==> run_1/io_fan.png <==
Scale: 2 px per um.
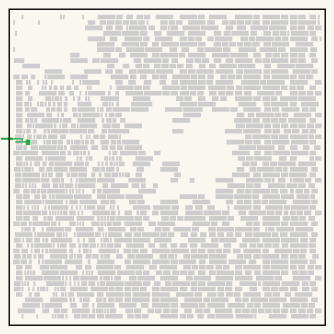
==> run_1/cell_density.png <==
Scale: 2 px per um. 16 x 16 tiles, from dark purple (low) to yellow (high), 0 to 100% covered.
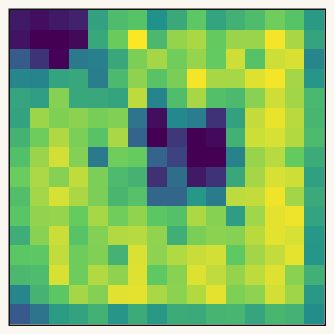
==> run_1/clocks.png <==
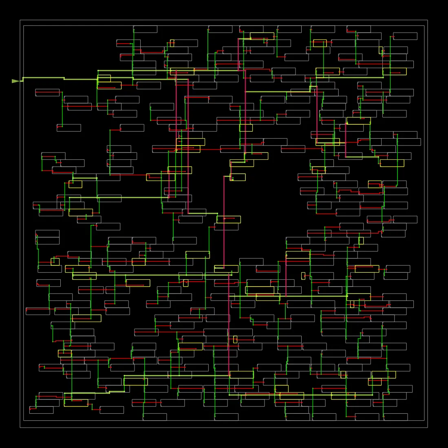
### src/rtl/chr_bg_ctrl_pkg.sv
// rtl/chr_bg_ctrl_pkg.sv - shared constants, register codes and fill states for chr_bg_ctrl
package chr_bg_ctrl_pkg;

  localparam int MAP_BITS  = 6;
  localparam int ADDR_BITS = 2 * MAP_BITS;
  localparam int DIM_BITS  = MAP_BITS + 1;
  localparam int MAP_CELLS = 1 << MAP_BITS;
  localparam int NUM_REGS  = 8;

  localparam logic [2:0] REG_SEL_X     = 3'd0;
  localparam logic [2:0] REG_SEL_Y     = 3'd1;
  localparam logic [2:0] REG_SEL_SCALE = 3'd2;
  localparam logic [2:0] REG_SEL_PAL0  = 3'd3;
  localparam logic [2:0] REG_SEL_PAL1  = 3'd4;
  localparam logic [2:0] REG_SEL_PAL2  = 3'd5;
  localparam logic [2:0] REG_SEL_PAL3  = 3'd6;
  localparam logic [2:0] REG_SEL_NONE  = 3'd7;

  typedef enum logic [1:0] {
    FILL_IDLE = 2'd0,
    FILL_RUN  = 2'd1,
    FILL_DONE = 2'd2
  } fill_state_e;

  // Rectangle dimensions above the map size saturate to a full map span.
  function automatic logic [DIM_BITS-1:0] clamp_dim(input logic [DIM_BITS-1:0] d);
    if (d > DIM_BITS'(MAP_CELLS)) return DIM_BITS'(MAP_CELLS);
    return d;
  endfunction

endpackage

### src/rtl/chr_bg_ctrl_if.sv
// rtl/chr_bg_ctrl_if.sv - CPU, fill, config and name-table port bundle for chr_bg_ctrl
interface chr_bg_ctrl_if;
  import chr_bg_ctrl_pkg::*;

  logic                 cpu_req;
  logic [ADDR_BITS-1:0] cpu_addr;
  logic [7:0]           cpu_data;
  logic                 cpu_ack;

  logic                 fill_start;
  logic [MAP_BITS-1:0]  fill_col;
  logic [MAP_BITS-1:0]  fill_row;
  logic [DIM_BITS-1:0]  fill_w;
  logic [DIM_BITS-1:0]  fill_h;
  logic [7:0]           fill_value;
  logic                 fill_busy;
  logic                 fill_done;

  logic                 reg_we;
  logic [2:0]           reg_sel;
  logic [31:0]          reg_wdata;
  logic                 vblank;

  logic [31:0]          chr_address;
  logic [7:0]           chr_din;
  logic                 chr_we;
  logic [31:0]          x, y, scale;
  logic [31:0]          palette0, palette1, palette2, palette3;

  modport master (
    output cpu_req, cpu_addr, cpu_data,
    output fill_start, fill_col, fill_row, fill_w, fill_h, fill_value,
    output reg_we, reg_sel, reg_wdata, vblank,
    input  cpu_ack, fill_busy, fill_done,
    input  chr_address, chr_din, chr_we,
    input  x, y, scale, palette0, palette1, palette2, palette3
  );

  modport slave (
    input  cpu_req, cpu_addr, cpu_data,
    input  fill_start, fill_col, fill_row, fill_w, fill_h, fill_value,
    input  reg_we, reg_sel, reg_wdata, vblank,
    output cpu_ack, fill_busy, fill_done,
    output chr_address, chr_din, chr_we,
    output x, y, scale, palette0, palette1, palette2, palette3
  );

endinterface

### src/rtl/chr_bg_ctrl_fill_engine.sv
// rtl/chr_bg_ctrl_fill_engine.sv - rectangle-fill FSM walking cells row-major with toroidal wrap
module chr_bg_ctrl_fill_engine
  import chr_bg_ctrl_pkg::*;
(
  input  logic                 i_clk,
  input  logic                 i_rst_n,
  input  logic                 i_start,
  input  logic [MAP_BITS-1:0]  i_col,
  input  logic [MAP_BITS-1:0]  i_row,
  input  logic [DIM_BITS-1:0]  i_w,
  input  logic [DIM_BITS-1:0]  i_h,
  input  logic [7:0]           i_value,
  input  logic                 i_grant,
  output logic                 o_req,
  output logic [ADDR_BITS-1:0] o_addr,
  output logic [7:0]           o_data,
  output logic                 o_busy,
  output logic                 o_done
);

  fill_state_e          r_state, w_state_nxt;
  logic [MAP_BITS-1:0]  r_col, r_row, r_c, r_r;
  logic [DIM_BITS-1:0]  r_w, r_h;
  logic [7:0]           r_value;
  logic [DIM_BITS-1:0]  w_w_clamped, w_h_clamped;
  logic                 w_last_col, w_last_row;

  assign w_w_clamped = clamp_dim(i_w);
  assign w_h_clamped = clamp_dim(i_h);
  assign w_last_col  = ({1'b0, r_c} == r_w - DIM_BITS'(1));
  assign w_last_row  = ({1'b0, r_r} == r_h - DIM_BITS'(1));

  // Six-bit sums wrap naturally, giving the mod-64 map wrap for free.
  assign o_addr = {r_row + r_r, r_col + r_c};
  assign o_data = r_value;

  always_ff @(posedge i_clk or negedge i_rst_n) begin
    if (!i_rst_n) r_state <= FILL_IDLE;
    else          r_state <= w_state_nxt;
  end

  always_ff @(posedge i_clk or negedge i_rst_n) begin
    if (!i_rst_n) begin
      r_col   <= '0;
      r_row   <= '0;
      r_c     <= '0;
      r_r     <= '0;
      r_w     <= '0;
      r_h     <= '0;
      r_value <= '0;
    end else if (r_state == FILL_IDLE && i_start) begin
      r_col   <= i_col;
      r_row   <= i_row;
      r_c     <= '0;
      r_r     <= '0;
      r_w     <= w_w_clamped;
      r_h     <= w_h_clamped;
      r_value <= i_value;
    end else if (r_state == FILL_RUN && i_grant) begin
      if (w_last_col) begin
        r_c <= '0;
        r_r <= r_r + MAP_BITS'(1);
      end else begin
        r_c <= r_c + MAP_BITS'(1);
      end
    end
  end

  always_comb begin
    w_state_nxt = r_state;
    o_req       = 1'b0;
    o_busy      = 1'b0;
    o_done      = 1'b0;
    case (r_state)
      FILL_IDLE: begin
        if (i_start)
          w_state_nxt = (w_w_clamped != '0 && w_h_clamped != '0) ? FILL_RUN : FILL_DONE;
      end
      FILL_RUN: begin
        o_req  = 1'b1;
        o_busy = 1'b1;
        if (i_grant && w_last_col && w_last_row) w_state_nxt = FILL_DONE;
      end
      FILL_DONE: begin
        o_done      = 1'b1;
        w_state_nxt = FILL_IDLE;
      end
      default: w_state_nxt = FILL_IDLE;
    endcase
  end

endmodule

### src/rtl/chr_bg_ctrl.sv
// rtl/chr_bg_ctrl.sv - character layer front end: write-port arbiter, fill engine, config registers
// Optional CHR_BG_CTRL_SHADOW_EN: config writes are held pending and committed together on vblank.
module chr_bg_ctrl
  import chr_bg_ctrl_pkg::*;
#(
  parameter logic [31:0] SCALE_INIT = 32'd8
) (
  input  logic          i_clk,
  input  logic          i_rst_n,
  chr_bg_ctrl_if.slave  bus
);

  logic                 w_fill_req, w_fill_busy, w_fill_done;
  logic [ADDR_BITS-1:0] w_fill_addr;
  logic [7:0]           w_fill_data;
  logic                 w_cpu_pend, w_grant_cpu, w_grant_fill;
  logic                 r_chr_we, r_cpu_ack, r_last_cpu;
  logic [ADDR_BITS-1:0] r_chr_addr;
  logic [7:0]           r_chr_din;
  logic [31:0]          r_cfg [NUM_REGS];
  logic                 w_reg_wr;

  chr_bg_ctrl_fill_engine u_fill (
    .i_clk   (i_clk),
    .i_rst_n (i_rst_n),
    .i_start (bus.fill_start),
    .i_col   (bus.fill_col),
    .i_row   (bus.fill_row),
    .i_w     (bus.fill_w),
    .i_h     (bus.fill_h),
    .i_value (bus.fill_value),
    .i_grant (w_grant_fill),
    .o_req   (w_fill_req),
    .o_addr  (w_fill_addr),
    .o_data  (w_fill_data),
    .o_busy  (w_fill_busy),
    .o_done  (w_fill_done)
  );

  // A request still held while its ack is visible has already been served.
  assign w_cpu_pend   = bus.cpu_req & ~r_cpu_ack;
  assign w_grant_cpu  = w_cpu_pend & (~w_fill_req | ~r_last_cpu);
  assign w_grant_fill = w_fill_req & ~w_grant_cpu;

  always_ff @(posedge i_clk or negedge i_rst_n) begin
    if (!i_rst_n) begin
      r_chr_we   <= 1'b0;
      r_cpu_ack  <= 1'b0;
      r_chr_addr <= '0;
      r_chr_din  <= '0;
      r_last_cpu <= 1'b1;
    end else begin
      r_chr_we  <= w_grant_cpu | w_grant_fill;
      r_cpu_ack <= w_grant_cpu;
      if (w_grant_cpu) begin
        r_chr_addr <= bus.cpu_addr;
        r_chr_din  <= bus.cpu_data;
      end else if (w_grant_fill) begin
        r_chr_addr <= w_fill_addr;
        r_chr_din  <= w_fill_data;
      end
      if (w_grant_cpu | w_grant_fill) r_last_cpu <= w_grant_cpu;
    end
  end

  assign bus.chr_we      = r_chr_we;
  assign bus.cpu_ack     = r_cpu_ack;
  assign bus.chr_address = {{(32-ADDR_BITS){1'b0}}, r_chr_addr};
  assign bus.chr_din     = r_chr_din;
  assign bus.fill_busy   = w_fill_busy;
  assign bus.fill_done   = w_fill_done;

  function automatic logic [31:0] cfg_reset(input int idx);
    return (idx == int'(REG_SEL_SCALE)) ? SCALE_INIT : 32'd0;
  endfunction

  assign w_reg_wr = bus.reg_we && (bus.reg_sel != REG_SEL_NONE);

`ifdef CHR_BG_CTRL_SHADOW_EN
  logic [31:0] r_pend     [NUM_REGS];
  logic [31:0] w_pend_nxt [NUM_REGS];

  // The pending image already includes this cycle's write, so a coincident vblank commits it.
  always_comb begin
    for (int i = 0; i < NUM_REGS; i++) w_pend_nxt[i] = r_pend[i];
    if (w_reg_wr) w_pend_nxt[bus.reg_sel] = bus.reg_wdata;
  end

  always_ff @(posedge i_clk or negedge i_rst_n) begin
    if (!i_rst_n) begin
      for (int i = 0; i < NUM_REGS; i++) begin
        r_pend[i] <= cfg_reset(i);
        r_cfg[i]  <= cfg_reset(i);
      end
    end else begin
      for (int i = 0; i < NUM_REGS; i++) r_pend[i] <= w_pend_nxt[i];
      if (bus.vblank)
        for (int i = 0; i < NUM_REGS; i++) r_cfg[i] <= w_pend_nxt[i];
    end
  end
`else
  logic w_unused_vblank;
  assign w_unused_vblank = bus.vblank;

  always_ff @(posedge i_clk or negedge i_rst_n) begin
    if (!i_rst_n) begin
      for (int i = 0; i < NUM_REGS; i++) r_cfg[i] <= cfg_reset(i);
    end else if (w_reg_wr) begin
      r_cfg[bus.reg_sel] <= bus.reg_wdata;
    end
  end
`endif

  assign bus.x        = r_cfg[REG_SEL_X];
  assign bus.y        = r_cfg[REG_SEL_Y];
  assign bus.scale    = r_cfg[REG_SEL_SCALE];
  assign bus.palette0 = r_cfg[REG_SEL_PAL0];
  assign bus.palette1 = r_cfg[REG_SEL_PAL1];
  assign bus.palette2 = r_cfg[REG_SEL_PAL2];
  assign bus.palette3 = r_cfg[REG_SEL_PAL3];

endmodule
### src/flat_wrapper.sv
// flat-port wrapper written by rule: the top's interface ports become plain ports
module chr_bg_ctrl_flat import chr_bg_ctrl_pkg::*;
#(
  parameter logic [31:0] SCALE_INIT = 32'd8
)
  (i_clk, i_rst_n, bus_cpu_req, bus_cpu_addr, bus_cpu_data, bus_fill_start, bus_fill_col, bus_fill_row, bus_fill_w, bus_fill_h, bus_fill_value, bus_reg_we, bus_reg_sel, bus_reg_wdata, bus_vblank, bus_cpu_ack, bus_fill_busy, bus_fill_done, bus_chr_address, bus_chr_din, bus_chr_we, bus_x, bus_y, bus_scale, bus_palette0, bus_palette1, bus_palette2, bus_palette3);
  chr_bg_ctrl_if bus_i ();
  input  logic i_clk;
  input  logic i_rst_n;
  input wire logic [$bits(bus_i.cpu_req)-1:0] bus_cpu_req;
  input wire logic [$bits(bus_i.cpu_addr)-1:0] bus_cpu_addr;
  input wire logic [$bits(bus_i.cpu_data)-1:0] bus_cpu_data;
  input wire logic [$bits(bus_i.fill_start)-1:0] bus_fill_start;
  input wire logic [$bits(bus_i.fill_col)-1:0] bus_fill_col;
  input wire logic [$bits(bus_i.fill_row)-1:0] bus_fill_row;
  input wire logic [$bits(bus_i.fill_w)-1:0] bus_fill_w;
  input wire logic [$bits(bus_i.fill_h)-1:0] bus_fill_h;
  input wire logic [$bits(bus_i.fill_value)-1:0] bus_fill_value;
  input wire logic [$bits(bus_i.reg_we)-1:0] bus_reg_we;
  input wire logic [$bits(bus_i.reg_sel)-1:0] bus_reg_sel;
  input wire logic [$bits(bus_i.reg_wdata)-1:0] bus_reg_wdata;
  input wire logic [$bits(bus_i.vblank)-1:0] bus_vblank;
  output wire logic [$bits(bus_i.cpu_ack)-1:0] bus_cpu_ack;
  output wire logic [$bits(bus_i.fill_busy)-1:0] bus_fill_busy;
  output wire logic [$bits(bus_i.fill_done)-1:0] bus_fill_done;
  output wire logic [$bits(bus_i.chr_address)-1:0] bus_chr_address;
  output wire logic [$bits(bus_i.chr_din)-1:0] bus_chr_din;
  output wire logic [$bits(bus_i.chr_we)-1:0] bus_chr_we;
  output wire logic [$bits(bus_i.x)-1:0] bus_x;
  output wire logic [$bits(bus_i.y)-1:0] bus_y;
  output wire logic [$bits(bus_i.scale)-1:0] bus_scale;
  output wire logic [$bits(bus_i.palette0)-1:0] bus_palette0;
  output wire logic [$bits(bus_i.palette1)-1:0] bus_palette1;
  output wire logic [$bits(bus_i.palette2)-1:0] bus_palette2;
  output wire logic [$bits(bus_i.palette3)-1:0] bus_palette3;
  assign bus_i.cpu_req = bus_cpu_req;
  assign bus_i.cpu_addr = bus_cpu_addr;
  assign bus_i.cpu_data = bus_cpu_data;
  assign bus_i.fill_start = bus_fill_start;
  assign bus_i.fill_col = bus_fill_col;
  assign bus_i.fill_row = bus_fill_row;
  assign bus_i.fill_w = bus_fill_w;
  assign bus_i.fill_h = bus_fill_h;
  assign bus_i.fill_value = bus_fill_value;
  assign bus_i.reg_we = bus_reg_we;
  assign bus_i.reg_sel = bus_reg_sel;
  assign bus_i.reg_wdata = bus_reg_wdata;
  assign bus_i.vblank = bus_vblank;
  assign bus_cpu_ack = bus_i.cpu_ack;
  assign bus_fill_busy = bus_i.fill_busy;
  assign bus_fill_done = bus_i.fill_done;
  assign bus_chr_address = bus_i.chr_address;
  assign bus_chr_din = bus_i.chr_din;
  assign bus_chr_we = bus_i.chr_we;
  assign bus_x = bus_i.x;
  assign bus_y = bus_i.y;
  assign bus_scale = bus_i.scale;
  assign bus_palette0 = bus_i.palette0;
  assign bus_palette1 = bus_i.palette1;
  assign bus_palette2 = bus_i.palette2;
  assign bus_palette3 = bus_i.palette3;
  chr_bg_ctrl #(.SCALE_INIT(SCALE_INIT)) u_core (.i_clk(i_clk), .i_rst_n(i_rst_n), .bus(bus_i));
endmodule
### config.mk
export PLATFORM = sky130hd
export DESIGN_NAME = chr_bg_ctrl_flat
export DESIGN_NICKNAME = d
export VERILOG_FILES = /design/src/rtl/chr_bg_ctrl_pkg.sv /design/src/rtl/chr_bg_ctrl_if.sv /design/src/rtl/chr_bg_ctrl_fill_engine.sv /design/src/rtl/chr_bg_ctrl.sv /design/src/flat_wrapper.sv
export SDC_FILE = /design/constraint.sdc
export NUM_CORES = 1
export LEC_CHECK = 0
export CAP_MARGIN = 20
export CORE_MARGIN = 1
export CORE_UTILIZATION = 52
export DETAILED_ROUTE_END_ITERATION = 7
export HOLD_SLACK_MARGIN = 0.05
export PLACE_DENSITY = 0.86
export SLEW_MARGIN = 20
export SYNTH_ARGS = -nofsm -noshare
export SYNTH_HDL_FRONTEND = slang
export SYNTH_HIERARCHICAL = 1
export SYNTH_SLANG_ARGS = --single-unit
### constraint.sdc
create_clock -name i_clk -period 6.9 [get_ports i_clk]
set_input_delay 1.035 -clock i_clk [delete_from_list [all_inputs] [get_ports i_clk]]
set_output_delay 1.035 -clock i_clk [all_outputs]
set_load 0.01 [all_outputs]
==> metrics.cfg, run 1 <==
[place]
place_ws_ns = 3.034

[detailed_routing]
wire_per_inst_um = 20.21
wirelength_um = 33100
drc_errors = 0
drt_pass1_iterations = 6

[floorplan]
die_x_um = 157.2

[pwr]
power.density_nw_per_um2 = 371.4

[worst_setup_path]
reg2reg_slack_ns = 3.66
cp_top_family = simple AND/OR/NAND/NOR gates
worstPathMaxFanout = 23

[sta]
fin_skew_ns = 0.008825

[global_routing]
grt_use_met1_pct = 32.55
antenna_found_initial = 0
top_usage_layer = met2
grt_max_degree = 158

[synth]
synth.distinct_cells = 59
syn_area_sq_um = 12530
logic_family = multiplexers

[status]
status = complete, no violations

[cts]
hold_buffers = 0

[finish]
area_delta_synth_final_pct = 37.78

Back to the opening pictures, io_fan.png:
| color | port | bits | direction | edge | end cells | buffers | wire |
|---|---|---|---|---|---|---|---|
| green | bus_fill_done | 1 | output | left | 1 | 1 | 13.8 um |

Back to the opening pictures, cell_density.png:
fullest tile: 100%
tiles over 75% full: 50%
mean over tiles: 68%
Finished Core Util: 73.30%
fp util: 53.20%
core box area: 23,540 sq um

Back to the opening pictures, clocks.png:
Clk. pwr: 1.71 mW
Late-Pin Clk Latency: 0.55 ns
clock buffers: 45
cts bufs inserted: 30

-- run 1: cell usage in the layout (no fill, tap or decap), drive strengths merged, types with 20 or more instances in the layout --
master | synthesis | layout
clkbuf | 18 | 45
clkdlybuf4s50 | 0 | 340
conb | 1 | 20
dfrtp | 293 | 293
inv | 38 | 38
mux2 | 225 | 225
nand2 | 112 | 112
nand3 | 26 | 26
nor2 | 21 | 21
o221ai | 21 | 21
-- run 1: final cells by class --
type	count	area, sq um	share of cell area (%)
Clock buffer	45	907.1	5.256
Clock inverter	9	160.2	0.9280
Inverter	38	142.6	0.8265
Multi-Input combinational cell	578	4716	27.33
Sequential cell	295	7385	42.79
Tap cell	319	399.1	2.313
Timing Repair Buffer	354	3548	20.56
==> run_1/sizes.png <==
Scale: 3 px per um.
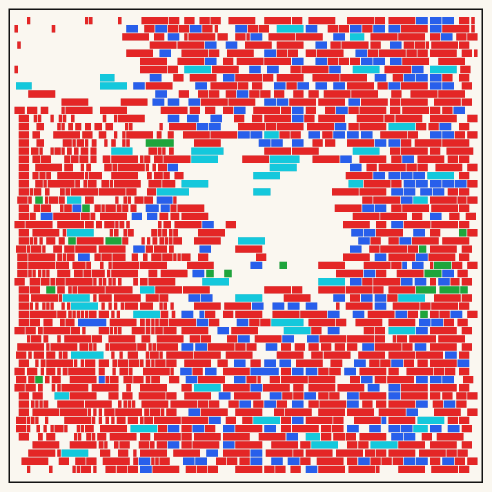

==> run 2, diff against run 1 <==
--- a/config.mk
+++ b/config.mk
@@ -7,10 +7,10 @@
 export LEC_CHECK = 0
 export CAP_MARGIN = 20
 export CORE_MARGIN = 1
-export CORE_UTILIZATION = 52
+export CORE_UTILIZATION = 43
 export DETAILED_ROUTE_END_ITERATION = 7
 export HOLD_SLACK_MARGIN = 0.05
-export PLACE_DENSITY = 0.86
+export PLACE_DENSITY = 0.76
 export SLEW_MARGIN = 20
 export SYNTH_ARGS = -nofsm -noshare
 export SYNTH_HDL_FRONTEND = slang
==> constraint.sdc (replaced) <==
create_clock -name i_clk -period 3.02 [get_ports i_clk]
set_input_delay 0.453 -clock i_clk [delete_from_list [all_inputs] [get_ports i_clk]]
set_output_delay 0.453 -clock i_clk [all_outputs]
set_load 0.01 [all_outputs]
==> run_2/sizes.png <==
Scale: 3 px per um.
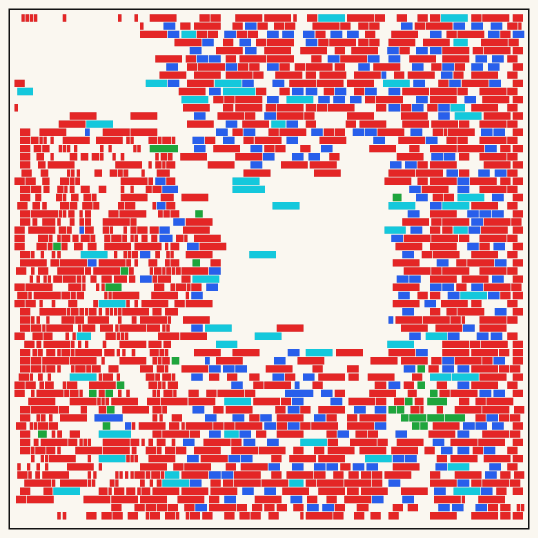
| color | size | cells | share | most used |
|---|---|---|---|---|
| blue | _2 cells | 235 | 18% | mux2_2 |
| red | _0 and _1 cells | 1,021 | 77% | clkdlybuf4s50_1 |
| green | _3 and _4 cells | 27 | 2.0% | buf_4 |
| cyan | _6 and larger | 50 | 3.8% | clkbuf_16 |
final instance area: 17,470 sq um
Area growth syn-to-layout: 39.45%

==> metrics.cfg, run 2 <==
[status]
status = complete, no violations

[detailed_routing]
vias = 8784
wirelength_um = 32200  ; -2.7%
drc_errors = 0  ; unchanged
drt_pass1_iterations = 5  ; -1
top_layer = met4
vias_per_cell = 5.116

[floorplan]
die_x_um = 172.7  ; +9.8%
tap_cells = 384  ; +20%
ios = 363
initial_core_util_pct = 43.64  ; -9.6 points
core_sq_um = 28700  ; +22%

[worst_setup_path]
setup.worst_path.start = u_core/u_fill/r_state[1]
cp_top_family = buffers and inverters
worstPathMaxFanout = 21  ; -8.7%

[sta]
fin_skew_ns = 0.004791  ; -0.004034 ns
fin_crit_sh_pct = 87.94
hold_violations = 0
rsz0062_at_grt = no

[finish]
comb_area_share_pct = 27.00  ; -0.33 points
seq_cells = 295  ; unchanged
final_util_pct = 60.85  ; -12 points
clock_buffers = 44  ; -2.2%
lay_top_count = clkdlybuf4s50_1
final_layout_top_logic_cells = clkdlybuf4s50_1, dfrtp_1, mux2_2, nand2_1, inv_1
buffers_excl_clock = 366  ; +3.4%
nonClkBufAreaFrac_pct = 21.09  ; +0.53 points
inv_count = 38  ; unchanged
logic_area_sq_um = 4716  ; unchanged
dominant_cells = sequential cells
final-seq-area_sq_um = 7385  ; unchanged
sh_seq_area_pct = 42.28  ; -0.51 points

[cts]
hold_buffers = 1  ; +1
cts-htree-levels = 1
insertion_delay_ns = 0.54  ; about the same
cts_buffers = 31  ; +3.3%
cts.repair.resized = 0

[synth]
logic_family = multiplexers
synth.distinct_cells = 59  ; unchanged
syn_area_sq_um = 12530  ; unchanged
yosysMostFrequentCell = dfrtp_1
yosys_warnings = 6

[global_routing]
antenna_found_initial = 0  ; unchanged
grt_max_degree = 86  ; -46%
top_usage_layer = met2

[run]
stage_log_warnings = 27

[pwr]
power.density_nw_per_um2 = 831.6  ; +120%

## run 2: cell counts after synthesis
No cell type changed its count.
## run 2: report_power, final
| part | switching [mW] | internal [mW] | leakage (nW) |
|---|---|---|---|
| logic | 2.22 | 2.72 | 3.57 |
| registers | 0.689 | 5.02 | 3.58 |
| clock network | 1.52 | 2.35 | 0.526 |
| total | 4.44 | 10.1 | 7.67 |
## run 2: final timing paths
check | slack, ns | end | cells past startpoint
hold / removal | 0.43 | u_core/u_fill/r_col[2] | 3
max in group asynchronous | 1.67 | u_core/r_last_cpu | 3
min in group asynchronous | 0.50 | u_core/u_fill/r_h[2] | 2
hold reg to reg | 0.48 | u_core/u_fill/o_data[0] | 2
setup / recovery | 0.36 | bus_fill_busy | 3
setup reg to reg | 0.55 | u_core/u_fill/r_r[1] | 8
==> run_2/clocks.png <==
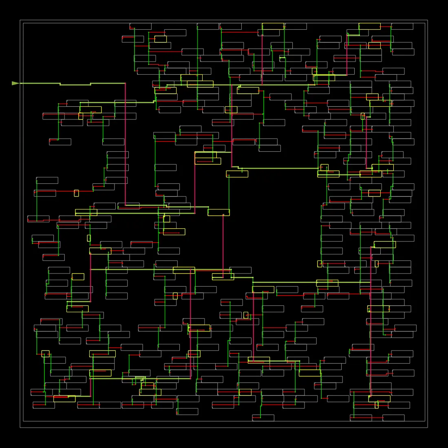

==> run 3, diff against run 2 <==
--- a/config.mk
+++ b/config.mk
@@ -8,8 +8,10 @@
 export CAP_MARGIN = 20
 export CORE_MARGIN = 1
 export CORE_UTILIZATION = 43
+export CTS_CLUSTER_DIAMETER = 60
 export DETAILED_ROUTE_END_ITERATION = 7
 export HOLD_SLACK_MARGIN = 0.05
+export MAX_ROUTING_LAYER = met4
 export PLACE_DENSITY = 0.76
 export SLEW_MARGIN = 20
 export SYNTH_ARGS = -nofsm -noshare
==> run_3/clocks.png <==
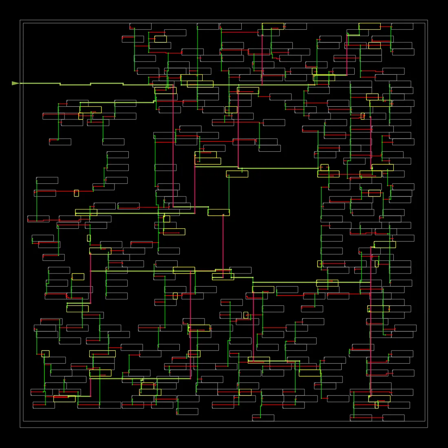
Clk. pwr: 3.87 mW
cts bufs inserted: 31
Late-Pin Clk Latency: 0.54 ns

==> metrics.cfg, run 3 <==
[status]
status = complete, no violations

[finish]
logic_area_sq_um = 4716  ; unchanged
inv_count = 38  ; unchanged
sh_seq_area_pct = 42.28  ; unchanged
buffers_excl_clock = 366  ; unchanged
seq_cells = 295  ; unchanged
finalInstanceArea_sq_um = 17470  ; unchanged
final_layout_top_logic_cells = clkdlybuf4s50_1, dfrtp_1, mux2_2, nand2_1, inv_1
clock_buffers = 44  ; unchanged
final_util_pct = 60.85  ; unchanged
lay_top_count = clkdlybuf4s50_1
area_delta_synth_final_pct = 39.45  ; unchanged
nonClkBufAreaFrac_pct = 21.09  ; unchanged

[worst_setup_path]
reg2reg_slack_ns = 0.51  ; -0.04 ns
cp_top_family = buffers and inverters
worstPathMaxFanout = 21  ; unchanged
worstSetupEndpoint = bus_fill_busy
r2r-end = u_core/u_fill/r_r[1]
ff2ff_path_depth = 8  ; unchanged
cp.depth = 3  ; unchanged

[floorplan]
core_sq_um = 28700  ; unchanged
ios = 363  ; unchanged
tap_cells = 384  ; unchanged
die_x_um = 172.7  ; unchanged

[pwr]
pg_seq_mw = 5.71  ; about the same
p_comb_share_pct = 34.0  ; about the same
p_seq_share_pct = 39.3  ; about the same
power.switching_mw = 4.435  ; about the same
p_int_mw = 10.09  ; about the same
power.density_nw_per_um2 = 831.7  ; about the same
netSwitchingFraction_pct = 30.53  ; about the same
powerComb_mw = 4.95  ; about the same

[synth]
syn_area_sq_um = 12530  ; unchanged
yosys_warnings = 6  ; unchanged
synth.distinct_cells = 59  ; unchanged

[global_routing]
top_usage_layer = met2
grt_max_degree = 86  ; unchanged
antenna_found_initial = 0  ; unchanged

[detailed_routing]
drt_pass1_iterations = 5  ; unchanged
drc_errors = 0  ; unchanged
vias_per_cell = 5.109  ; -0.14%
wirelength_um = 32210  ; about the same
top_layer = met4

[min_path]
whs_path_depth = 3  ; unchanged

[sta]
hold_violations = 0  ; unchanged
fin_skew_ns = 0.004391  ; -0.0003999 ns

[cts]
cts-htree-levels = 1  ; unchanged
cts.repair.resized = 0  ; unchanged

[run 3: what timing repair did]
action	4_1_cts	5_1_grt
endpoints found under the hold margin	79	0
hold buffers	1	0
endpoints found under the setup margin	0	0
[run 3: logic make-up after synthesis]
| family | synth area share [%] |
|---|---|
| AND/OR/NAND/NOR | 8.890 |
| buffers and inverters | 4.135 |
| XOR/XNOR | 1.538 |
| AND-OR/OR-AND | 4.076 |
| flip-flops | 58.96 |
| adder cells (fa/ha/maj) | 1.718 |
| multiplexers | 20.66 |
| other | 0.02994 |
[run 3: worst register-to-register path: stages (launching register included)]
cell	delay, ns
dfrtp_1	0.39
nor2b_2	0.33
nand2_1	0.11
and2_1	0.19
nor2_1	0.31
nand2_1	0.29
nor4_2	0.30
nand3_2	0.16
mux2_4	0.32
Power figures rest on the tool's default switching activity, not on a simulated workload.
